==> config.mk <==
export PLATFORM = sky130hd
export DESIGN_NAME = div_seq_ctrl
export DESIGN_NICKNAME = d
export VERILOG_FILES = /design/src/rtl/div_seq_ctrl.sv
export SDC_FILE = /design/constraint.sdc
export NUM_CORES = 1
export LEC_CHECK = 0
export CORE_MARGIN = 2
export CORE_UTILIZATION = 50
export CTS_BUF_LIST = sky130_fd_sc_hd__clkbuf_8
export CTS_CLUSTER_SIZE = 28
export DETAILED_ROUTE_END_ITERATION = 6
export GPL_ROUTABILITY_DRIVEN = 0
export PLACE_DENSITY = 0.85
export SYNTH_ARGS = -nofsm -noshare
export SYNTH_HDL_FRONTEND = slang
export SYNTH_SLANG_ARGS = --single-unit
==> constraint.sdc <==
create_clock -name clk -period 2 [get_ports clk]
set_input_delay 0.4 -clock clk [delete_from_list [all_inputs] [get_ports clk]]
set_output_delay 0.4 -clock clk [all_outputs]
set_load 0.005 [all_outputs]
==> src/rtl/div_seq_ctrl.sv <==
// Sequential restoring divider: one quotient bit per clock through a shared trial subtractor.
// Optional DIV_ZERO_DETECT_EN: zero divisor skips iteration and raises dbz.
module div_seq_ctrl #(
  parameter int unsigned WIDTH = 6
) (
  input  logic             clk,
  input  logic             rst,
  input  logic             start,
  input  logic [WIDTH-1:0] dividend,
  input  logic [WIDTH-1:0] divisor,
  output logic             busy,
  output logic             done,
  output logic [WIDTH-1:0] quotient,
  output logic [WIDTH-1:0] remainder,
  output logic             dbz
);

  localparam int unsigned CW = $clog2(WIDTH + 1);

  typedef enum logic [1:0] {
    S_IDLE,
    S_RUN,
    S_DONE
  } state_t;

  state_t           state_q, state_d;
  logic [WIDTH-1:0] a_sh_q, a_sh_d;
  logic [WIDTH-1:0] d_q, d_d;
  logic [WIDTH:0]   r_q, r_d;
  logic [CW-1:0]    cnt_q, cnt_d;
  logic [WIDTH-1:0] quot_q, quot_d;
  logic [WIDTH-1:0] rem_q, rem_d;
`ifdef DIV_ZERO_DETECT_EN
  logic             dbz_q, dbz_d;
`endif

  logic [WIDTH+1:0] trial;
  logic             q_bit;

  always_ff @(posedge clk) begin
    if (rst) begin
      state_q <= S_IDLE;
      a_sh_q  <= '0;
      d_q     <= '0;
      r_q     <= '0;
      cnt_q   <= '0;
      quot_q  <= '0;
      rem_q   <= '0;
`ifdef DIV_ZERO_DETECT_EN
      dbz_q   <= 1'b0;
`endif
    end else begin
      state_q <= state_d;
      a_sh_q  <= a_sh_d;
      d_q     <= d_d;
      r_q     <= r_d;
      cnt_q   <= cnt_d;
      quot_q  <= quot_d;
      rem_q   <= rem_d;
`ifdef DIV_ZERO_DETECT_EN
      dbz_q   <= dbz_d;
`endif
    end
  end

  always_comb begin
    state_d = state_q;
    a_sh_d  = a_sh_q;
    d_d     = d_q;
    r_d     = r_q;
    cnt_d   = cnt_q;
    quot_d  = quot_q;
    rem_d   = rem_q;
`ifdef DIV_ZERO_DETECT_EN
    dbz_d   = dbz_q;
`endif
    // Partial remainder always stays below 2**WIDTH, so a borrow out of the
    // WIDTH+2-bit difference is equivalent to testing bit WIDTH of the trial.
    trial = {r_q, a_sh_q[WIDTH-1]} - {2'b00, d_q};
    q_bit = ~trial[WIDTH+1];

    unique case (state_q)
      S_IDLE: begin
        if (start) begin
          a_sh_d  = dividend;
          d_d     = divisor;
          r_d     = '0;
          cnt_d   = CW'(WIDTH);
          state_d = S_RUN;
`ifdef DIV_ZERO_DETECT_EN
          if (divisor == '0) begin
            state_d = S_DONE;
            quot_d  = '1;
            rem_d   = dividend;
            dbz_d   = 1'b1;
          end
`endif
        end
      end
      S_RUN: begin
        r_d    = q_bit ? trial[WIDTH:0] : {r_q[WIDTH-1:0], a_sh_q[WIDTH-1]};
        a_sh_d = {a_sh_q[WIDTH-2:0], q_bit};
        cnt_d  = cnt_q - CW'(1);
        if (cnt_q == CW'(1)) begin
          state_d = S_DONE;
          quot_d  = a_sh_d;
          rem_d   = r_d[WIDTH-1:0];
`ifdef DIV_ZERO_DETECT_EN
          dbz_d   = 1'b0;
`endif
        end
      end
      S_DONE:  state_d = S_IDLE;
      default: state_d = S_IDLE;
    endcase
  end

  always_comb begin
    busy      = (state_q != S_IDLE);
    done      = (state_q == S_DONE);
    quotient  = quot_q;
    remainder = rem_q;
`ifdef DIV_ZERO_DETECT_EN
    dbz       = dbz_q;
`else
    dbz       = 1'b0;
`endif
  end

endmodule

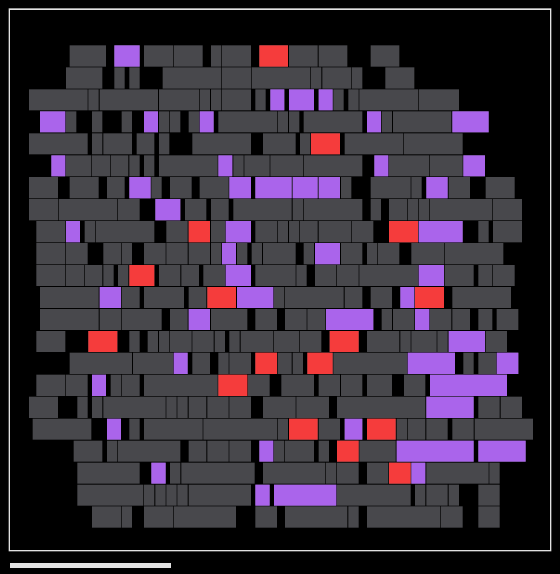
(logic cells by family)
The bar under the picture is 20 um long.
Key: purple = inverting AOI/OAI gates [cells 49, most used a21oi_1, where widely spread]; red = AND-OR and OR-AND gates [cells 16, most used a311o_1]
combinational share of cell area: 0.437
Commonest Layout Cell: buf_4
final non-filler cell total: 373

==> reports/qor.csv <==
stage,metric,value,unit
critical_path,r2r setup slk,-0.18,ns
layout,MI comb area,1340,um2
status,status,"complete, but fails checks",
final_timing,RSZ-0062 raised after global routing,yes,
flow_run,MaxCap Viol Count,0,
drt,aggregate routed wire length,7230,um
drt,drt wl/cell,19.4,um
synth,Yosys top cell by instances,nand2_1,
synth,post-synth cell types,51,
clock_tree,worst skew pair latency,0.30,ns
flow_run,Log Warnings,31,
final_timing,Pins Over Slew Limit,0,
synth,number of enable flip-flop cells,0,
layout,Largest Register,r_q,
drt,Final ANT Viol Nets,0,
final_timing,post-route setup slack,-0.182,ns
placed_design,Detail Placement HPWL,3870,um
pwr,VDD IR-drop max,0.514,mV
status,failing checks,setup timing,
clock_tree,CTS root buf,clkbuf_8,
global_routing,number of antenna violations at the first check in global routing,0,
clock_tree,clock tree buffer depth,2,
floorplan,IO Count,30,
hold_path,Hold EP,quotient[4],
synth,Nets at Floorplan,266,
layout,layout cells sized above 1,0.348,
synth,Synth Area per Inst,8.21,um2
global_routing,global-route wire length before repair,10200,um
clock_tree,Post-CTS Hold Fix Bufs,0,
hold_path,HP Start,quotient[4],
floorplan,fp_density,0.528,
final_timing,Setup TNS Final,-1.03,ns
pwr,LEAKAGE,1.23,nW
global_routing,grt ovf,0,
layout,max reg flops,7,
drt,vias per cell,6.16,
placed_design,port buffer count,28,
placed_design,placed cell area,2580,um2
synth,# Cells Yosys,241,
synth,"FFs w/ async S/R, synth",0,
synth,Ys Warns,0,
critical_path,WS Path Type,flop to flop,
final_timing,relative slew slack,0.629,
global_routing,largest net degree at the start of global routing,15,
synth,mapped cell area,1980,um2
pwr,Power Dens Cells,902,nW/um2
critical_path,reg2reg start,a_sh_q[5],
global_routing,vias in the first global route,2147,
critical_path,Startpoint Class,flop,
layout,Antenna diodes,0,
final_timing,Max Clock Skew,0.00987,ns
synth,Yosys chip area,1980,um2
critical_path,WP data arrival,2.37,ns
final_timing,Final setup violation count,13,
synth,Top cell area share,0.364,
global_routing,Tot GR Track Use,0.309,
synth,"Seq share, synth",0.364,
hold_path,Hold Crit Depth,2,
final_timing,endpoints failing hold,0,
placed_design,pre-CTS WS,-0.149,ns
synth,Gate Count Post-Synth,241,
synth,Yosys top cell by area,dfxtp_1,
final_timing,part of the cycle the worst path needs,1.09,
floorplan,die y size,66.9,um
hold_path,Hold Crit Class,flop to flop,
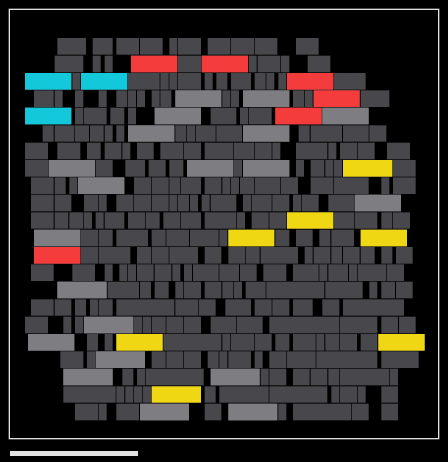
(register map, names as in the netlist)
The bar under the picture is 20 um long. Other sequential cells in the stronger gray, the rest of the logic in the fainter gray.
Key: red = `quotient` [placed flops 6]; yellow = `r_q` [placed flops 7]; cyan = `cnt_q` [placed flops 3]
Another 20 sequential cells are not colored.
P_seq: 816 uW
flip-flop and latch area: 732 um2
fraction of area in registers: 0.238
Final Core Density: 0.821

cells by family (layout without fill, tap and decap cells):
logic type / after synthesis / count (layout) / share of synthesized area
AOI/OAI and AO/OA: 64 / 65 / 0.256
xor gates and xnor gates: 4 / 4 / 0.0177
adders and majority gates: 10 / 10 / 0.0670
buffers and inverters: 25 / 108 / 0.0576
DFF: 36 / 36 / 0.364
other: 1 / 1 / 0.00190
and+or+nand+nor: 101 / 101 / 0.236
per-layer routing:
metal	GRT usage	wire, um	up-vias
met2	0.529	3500	138
met5	0	0	-
met3	0.0743	568	47
met4	0.158	372	0
li1	-	-	1017
met1	0.355	2780	1096
what timing repair did:
item | CTS | global route
cloned | 1 | 0
gates resized | 26 | 20
endpoints found under the setup margin | 14 | 14
pin swaps | 25 | 17
buffers inserted | 10 | 13
worst max-delay path, cell delays in order, from the launching register on:
cell,delay (ns)
dfxtp_2,0.34
inv_4,0.07
ha_4,0.12
inv_2,0.05
fa_2,0.38
a21o_1,0.20
a21oi_2,0.16
xor2_1,0.21
nor2_1,0.05
and3_1,0.18
a311o_1,0.31
how the worst max path moves through the flow:
stage,endpoint,startpoint,slack [ns]
floorplan,remainder[4],d_q[1],-0.03
global placement,remainder[2],r_q[3],-0.13
detailed placement,r_q[1],d_q[1],-0.15
CTS,r_q[4],a_sh_q[5],-0.08
global route,remainder[2],d_q[1],-0.25
finish,r_q[4],a_sh_q[5],-0.18
final cells by class:
class	count	area share
multi-input cells	181	0.437
flip-flops and latches	36	0.238
clock inverters	1	0.00977
inverters	13	0.0179
repair buffers	87	0.246
well taps	48	0.0195
clock buffers	7	0.0314
where the power goes:
part	switching (mW)	leakage, nW	total, mW	internal, mW
registers	0.0480	0.297	0.816	0.768
logic	0.602	0.872	1.22	0.617
clock network	0.296	0.0645	0.736	0.440
No activity file was given, so power comes from the tool's default toggle rates.
